--- src/rtl/stopwatch_pkg.sv ---
// stopwatch_pkg: shared state encoding and prescaler sizing for the stopwatch control path
package stopwatch_pkg;
    localparam logic [1:0] ST_IDLE = 2'd0;
    localparam logic [1:0] ST_RUN = 2'd1;
    localparam logic [1:0] ST_LAP = 2'd2;
    localparam logic [1:0] ST_STOP = 2'd3;
    localparam int TICK_DIV_DEF = 500000;
    localparam int PW = 20;
endpackage

--- src/rtl/stopwatch_ctrl_btn_rise.sv ---
// btn_rise: turns a debounced button level into a one-cycle rising-edge strobe
module btn_rise (
    input  logic clk,
    input  logic rst,
    input  logic level,
    output logic rise
);
    logic prev;
    // history starts high so a button held through reset must be released before it counts
    always_ff @(posedge clk or posedge rst)
        if (rst) prev <= 1'b1;
        else prev <= level;
    assign rise = level & ~prev;
endmodule

--- src/rtl/stopwatch_ctrl.sv ---
// stopwatch_ctrl: run/lap/stop FSM driving the time counter's tick, clear and display hold
module stopwatch_ctrl
    import stopwatch_pkg::*;
#(
    parameter int TICK_DIV = TICK_DIV_DEF
) (
    input  logic       clk,
    input  logic       rst,
    input  logic       btn_ss,
    input  logic       btn_lc,
    output logic       tick_en,
    output logic       cnt_clr,
    output logic       disp_hold,
    output logic       running,
    output logic [1:0] state
);
    localparam logic [PW-1:0] LAST = PW'(TICK_DIV - 1);
    logic ss_rise, lc_rise, wrap;
    logic [1:0] nxt;
    logic [PW-1:0] presc;
    btn_rise u_ss (.clk(clk), .rst(rst), .level(btn_ss), .rise(ss_rise));
    btn_rise u_lc (.clk(clk), .rst(rst), .level(btn_lc), .rise(lc_rise));
    assign running = (state == ST_RUN) || (state == ST_LAP);
    assign disp_hold = state == ST_LAP;
    assign wrap = presc == LAST;
    // next state; start/stop wins when both buttons rise together
    always_comb begin
        nxt = state;
        case (state)
            ST_IDLE: nxt = ss_rise ? ST_RUN : ST_IDLE;
            ST_RUN:  nxt = ss_rise ? ST_STOP : lc_rise ? ST_LAP : ST_RUN;
            ST_LAP:  nxt = ss_rise ? ST_STOP : lc_rise ? ST_RUN : ST_LAP;
            ST_STOP: nxt = ss_rise ? ST_RUN : lc_rise ? ST_IDLE : ST_STOP;
            default: nxt = ST_IDLE;
        endcase
    end
    // state, prescaler (held in STOP to keep sub-tick phase) and registered strobes
    always_ff @(posedge clk or posedge rst)
        if (rst) begin
            state <= ST_IDLE;
            presc <= '0;
            tick_en <= 1'b0;
            cnt_clr <= 1'b0;
        end else begin
            state <= nxt;
            cnt_clr <= (state == ST_STOP) && (nxt == ST_IDLE);
            presc <= (state == ST_IDLE) ? '0 : !running ? presc : wrap ? '0 : presc + PW'(1);
            tick_en <= running && wrap && (nxt != ST_STOP);
        end
endmodule
--- config.mk ---
export PLATFORM = sky130hd
export DESIGN_NAME = stopwatch_ctrl
export DESIGN_NICKNAME = d
export VERILOG_FILES = /design/src/rtl/stopwatch_pkg.sv /design/src/rtl/stopwatch_ctrl_btn_rise.sv /design/src/rtl/stopwatch_ctrl.sv
export SDC_FILE = /design/constraint.sdc
export NUM_CORES = 1
export LEC_CHECK = 0
export ABC_AREA = 1
export CORE_UTILIZATION = 51
export CTS_CLUSTER_SIZE = 24
export DETAILED_ROUTE_END_ITERATION = 8
export HOLD_SLACK_MARGIN = 0.12
export PLACE_DENSITY = 0.72
export REMOVE_ABC_BUFFERS = 1
export SLEW_MARGIN = 20
export SYNTH_ARGS = -nofsm -noshare
export SYNTH_HDL_FRONTEND = slang
export SYNTH_HIERARCHICAL = 1
export SYNTH_SLANG_ARGS = --single-unit
--- constraint.sdc ---
create_clock -name clk -period 1.6 [get_ports clk]
set_input_delay 0.16 -clock clk [delete_from_list [all_inputs] [get_ports clk]]
set_output_delay 0.16 -clock clk [all_outputs]
set_load 0.05 [all_outputs]
Fig. 1: run 1, signal wires on met3
Scale bar: 20 µm.
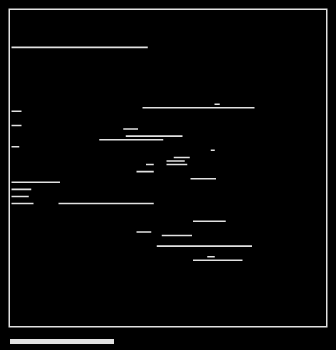
share of all routed wire: 4.4%
main direction: horizontal
wire length on this layer: 175 µm

Fig. 2: run 1, zoomed window
Scale bar: 5 µm. Window x 5 to 25, y 35 to 55 µm. Cells in grey, sequential cells in the stronger grey; small squares are vias.
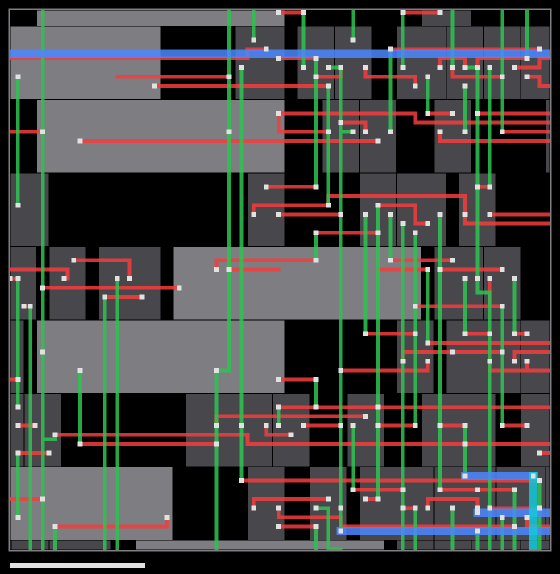
| layer | colour |
|---|---|
| M2 | green |
| M1 | red |
| M3 | blue |
| M4 | cyan |
sequential cells in the window: 5
netlist names of flops here include: presc (4), u_ss/prev (1)
cells with their middle in the window: 39
most frequent: nand2_1 (16), nand3_1 (5), dfrtp_1 (4)

==> qor.txt, run 1 <==
Iteration-0 DRC Markers - 78
critical path class - reg2reg
synthesized area - 1750 µm²
RR Endpoint - presc[18]
Worst R2R Path Depth - 8
critical path arrival - 1.74 ns
Final ANT Viol Nets - 0
Commonest Layout Cell - nand2_1
setup TNS - 0 ns
adder share - 0.0429
Init Core Util - 0.554
Max-area cell share - 0.344
met2 WL - 1.80 mm
cell taking the most area after synthesis - dfrtp_1
CTS max path bufs - 2
first-pass GRT wire length - 6.84 mm
# DRC - 0
DP Area - 1950 µm²
max reg flops - 20
highest routed metal layer - met4
Die X - 60.5 µm
period utilization - 0.947
Placer Congestion - 0.933
maximum vdd drop - 0.434 mV
sequential share of power - 0.536
Dominant comb cell - simple AND/OR/NAND/NOR gates
port bufs - 9
Setup crit start - presc[1]
DR pass1 iterations - 4
Final Critical Period - 1.51 ns
Post-synth top cells - 59 x nand2_1, 28 x nor2_1, 26 x inv_1, 24 x dfrtp_1, 22 x nand3_1
status - finished clean
final instance area - 2030 µm²
Final WS setup - 0.0851 ns
# Post-CTS Setup Buffers - 0
clk slew on worst S/H paths - 0.15 ns
Layout area overhead - 15.9%
Critical Path Start Type - flip-flop
DRT met1 WL - 1.92 mm
ys async rst share - 1.00
Fig. 3: run 1, M1 wires
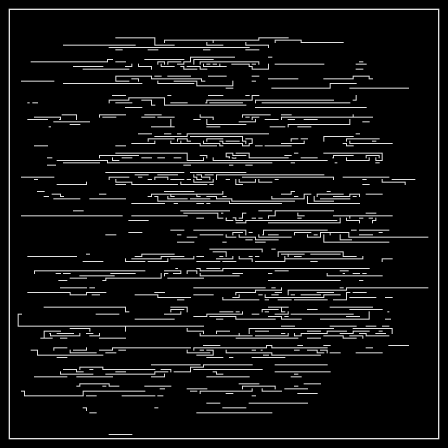
main direction: horizontal
longest straight run: 26.2 µm
wire length on this layer: 1920 µm
share of all routed wire: 48%
nets with wire on the layer: 249
drt total wl: 3.98 mm
grt met1 use: 0.349
DR vias: 1619

Fig. 4: run 1, congestion heat map
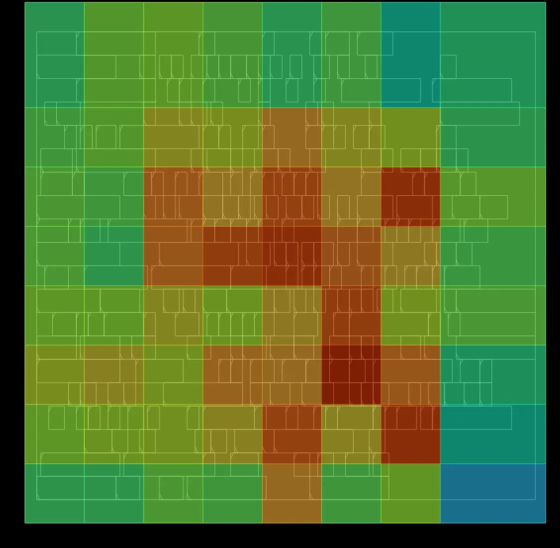
met3 GRT Util: 0.0277
global-route layer with the greatest usage: met2
Total GRT Usage: 0.250
met2 GRT Util: 0.403

-- run 1: cell type report --
class                   instances  area (µm²)  area share
clock buffers                   4        26.3      0.0130
inverters                      33         128      0.0630
multi-input cells             181         987       0.487
flip-flops and latches         26         654       0.323
well taps                      44        55.1      0.0272
repair buffers                 19         175      0.0865
-- run 1: critical path: stages (launching register included) --
cell and delay [ns]:
dfrtp_1 0.42, ha_2 0.26, nand3_2 0.13, nor2_2 0.17, nand2_1 0.09, nor2_2 0.15, nor2_4 0.07, nand3_1 0.07
nand2_1 0.05
-- run 1: power by group through the flow --
stage	Combinational (mW)	Clock, mW	Sequential [mW]
floorplan	0.155	0	0.743
global placement	0.298	0	0.721
detailed placement	0.302	0	0.723
CTS	0.303	0.305	0.710
global route	0.351	0.324	0.714
finish	0.318	0.298	0.711
==> run 2, diff against run 1 <==
--- a/config.mk
+++ b/config.mk
@@ -6,6 +6,7 @@
 export NUM_CORES = 1
 export LEC_CHECK = 0
 export ABC_AREA = 1
+export CAP_MARGIN = 20
 export CORE_UTILIZATION = 51
 export CTS_CLUSTER_SIZE = 24
 export DETAILED_ROUTE_END_ITERATION = 8
Fig. 5: run 2, M1 wires
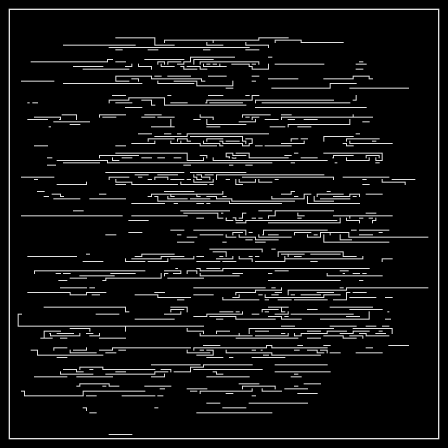
wire length on this layer: 1920 µm
nets with wire on the layer: 249
share of all routed wire: 48%
longest straight run: 26.2 µm
main direction: horizontal

==> qor.txt, run 2 <==
max reg flops - 20 (unchanged)
Total GRT Usage - 0.250 (unchanged)
Setup crit start - presc[1] (unchanged)
synthesized area - 1750 µm² (unchanged)
Dominant comb cell - simple AND/OR/NAND/NOR gates (unchanged)
critical path arrival - 1.74 ns (about the same)
# DRC - 0 (unchanged)
cell taking the most area after synthesis - dfrtp_1 (unchanged)
most frequent cell after synthesis - nand2_1 (unchanged)
CTS Hold Bufs - 0 (unchanged)
Final ANT Viol Nets - 0 (unchanged)
Iteration-0 DRC Markers - 78 (unchanged)
DR vias - 1619 (unchanged)
DRT met1 WL - 1.92 mm (unchanged)
clk slew on worst S/H paths - 0.15 ns (about the same)
Final WS setup - 0.0851 ns (unchanged)
Crit-path slowest cell - dfrtp_1 (unchanged)
Max-area cell share - 0.344 (unchanged)
met3 GRT Util - 0.0277 (unchanged)
highest routed metal layer - met4 (unchanged)
crit-path cells - ha_2 > nand3_2 > nor2_2 > nand2_1 > nor2_2 > nor2_4 > nand3_1 > nand2_1 (unchanged)
RR Endpoint - presc[18] (unchanged)
adder share - 0.0429 (unchanged)
WP depth - 8 (unchanged)
critical path class - reg2reg (unchanged)
Critical Path Start Type - flip-flop (unchanged)
Worst path max stage delay - 0.42 ns (about the same)
global-route layer with the greatest usage - met2 (unchanged)
CTS max path bufs - 2 (unchanged)
Top delay family on crit path - simple AND/OR/NAND/NOR gates (unchanged)
Placer Congestion - 0.933 (unchanged)
grt met1 use - 0.349 (unchanged)
met2 WL - 1.80 mm (unchanged)
Reg area - 654 µm² (unchanged)
setup TNS - 0 ns (unchanged)
Worst R2R Path Depth - 8 (unchanged)
Commonest Layout Cell - nand2_1 (unchanged)
period utilization - 0.947 (unchanged)
final instance area - 2030 µm² (unchanged)
Final Critical Period - 1.51 ns (unchanged)
met2 GRT Util - 0.403 (unchanged)
Worst Path Buf+Inv - 0 (unchanged)
status - finished clean (unchanged)
Die X - 60.5 µm (unchanged)
ys async rst share - 1.00 (unchanged)
Init Core Util - 0.554 (unchanged)
Fig. 6: run 2, signal wires on met3
Scale bar: 20 µm.
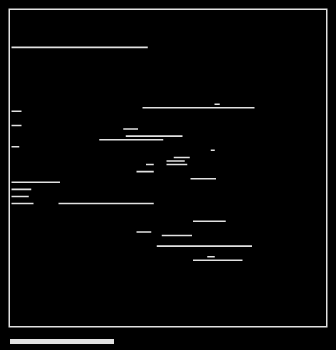
share of all routed wire: 4.4%
longest straight run: 25.8 µm

-- run 2: cell counts in the layout (fill, tap and decap cells not counted) --
No cell type changed its count.
-- run 2: report_power, final --
group | switching (mW) | internal (mW) | total (mW)
clock network | 0.200 | 0.0978 | 0.298
registers | 0.0243 | 0.687 | 0.711
logic | 0.204 | 0.114 | 0.318
total | 0.428 | 0.898 | 1.33
-- run 2: what timing repair did --
action,in CTS,in global routing
resized,0,10
buffers inserted,0,2
setup endpoints to repair,0,17
-- run 2: final cells by class --
| cell class | count | share of cell area |
|---|---|---|
| Clock buffer | 4 | 0.0130 |
| Inverter | 33 | 0.0630 |
| Multi-Input combinational cell | 181 | 0.487 |
| Sequential cell | 26 | 0.323 |
| Tap cell | 44 | 0.0272 |
| Timing Repair Buffer | 19 | 0.0865 |
==> run 3, diff against run 2 <==
--- a/config.mk
+++ b/config.mk
@@ -6,9 +6,8 @@
 export NUM_CORES = 1
 export LEC_CHECK = 0
 export ABC_AREA = 1
-export CAP_MARGIN = 20
+export CAP_MARGIN = 30
 export CORE_UTILIZATION = 51
-export CTS_CLUSTER_SIZE = 24
 export DETAILED_ROUTE_END_ITERATION = 8
 export HOLD_SLACK_MARGIN = 0.12
 export PLACE_DENSITY = 0.72
Fig. 7: run 3, zoomed window
Scale bar: 5 µm. Window x 5 to 25, y 35 to 55 µm. Cells in grey, sequential cells in the stronger grey; small squares are vias.
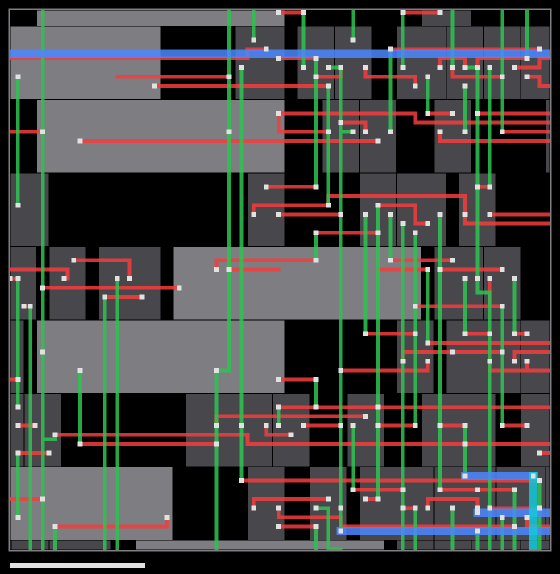
| layer | colour |
|---|---|
| M4 | cyan |
| M2 | green |
| M3 | blue |
| M1 | red |
netlist names of flops here include: presc (4), u_ss/prev (1)
most frequent: nand2_1 (16), nand3_1 (5), dfrtp_1 (4)
cells with their middle in the window: 39
sequential cells in the window: 5

==> qor.txt, run 3 <==
Seq power - 0.711 mW (about the same)
cell taking the most area after synthesis - dfrtp_1 (unchanged)
# DRC - 0 (unchanged)
Total GRT Usage - 0.250 (unchanged)
port bufs - 9 (unchanged)
Max-area cell share - 0.344 (unchanged)
Placer Congestion - 0.933 (unchanged)
clk slew on worst S/H paths - 0.15 ns (about the same)
DR vias - 1619 (unchanged)
max reg flops - 20 (unchanged)
Layout area overhead - 15.9% (unchanged)
Worst path max stage delay - 0.42 ns (about the same)
sequential share of power - 0.536 (about the same)
critical path arrival - 1.74 ns (about the same)
Worst Path Buf+Inv - 0 (unchanged)
Final WS setup - 0.0851 ns (unchanged)
Init Core Util - 0.554 (unchanged)
status - finished clean (unchanged)
first-pass GRT wire length - 6.84 mm (unchanged)
ys async rst share - 1.00 (unchanged)
# Post-CTS Setup Buffers - 0 (unchanged)
adder share - 0.0429 (unchanged)
Setup crit start - presc[1] (unchanged)
Fig. 8: run 3, metal 2
Scale bar: 20 µm.
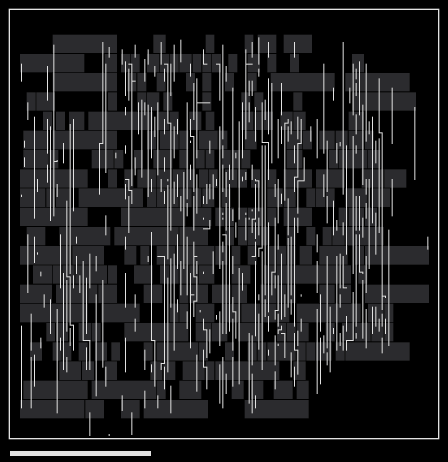
wire length on this layer: 1800 µm
main direction: vertical
nets with wire on the layer: 216

==> run 3: cell counts after synthesis <==
No cell type changed its count.
==> run 3: final cells by class <==
cell class	count	area, µm²
inverters	33	128
flip-flops and latches	26	654
repair buffers	19	175
multi-input cells	181	987
well taps	44	55.1
clock buffers	4	26.3
fillers	301	1130
==> run 3: layer usage <==
metal / up-vias / routed length [µm] / track usage
met3: 9 / 175 / 0.0277
met5: - / 0 / 0
met4: 0 / 85 / 0.0844
li1: 830 / - / -
met1: 740 / 1920 / 0.349
met2: 40 / 1800 / 0.403
==> run 3: cells by family (layout without fill, tap and decap cells) <==
family	count (synthesis)	in the layout
XOR/XNOR	4	4
buffers and inverters	36	56
flip-flops	26	26
AND/OR/NAND/NOR	141	141
AND-OR/OR-AND	30	30
adder cells (fa/ha/maj)	6	6
Power and IR drop assume default switching activity.
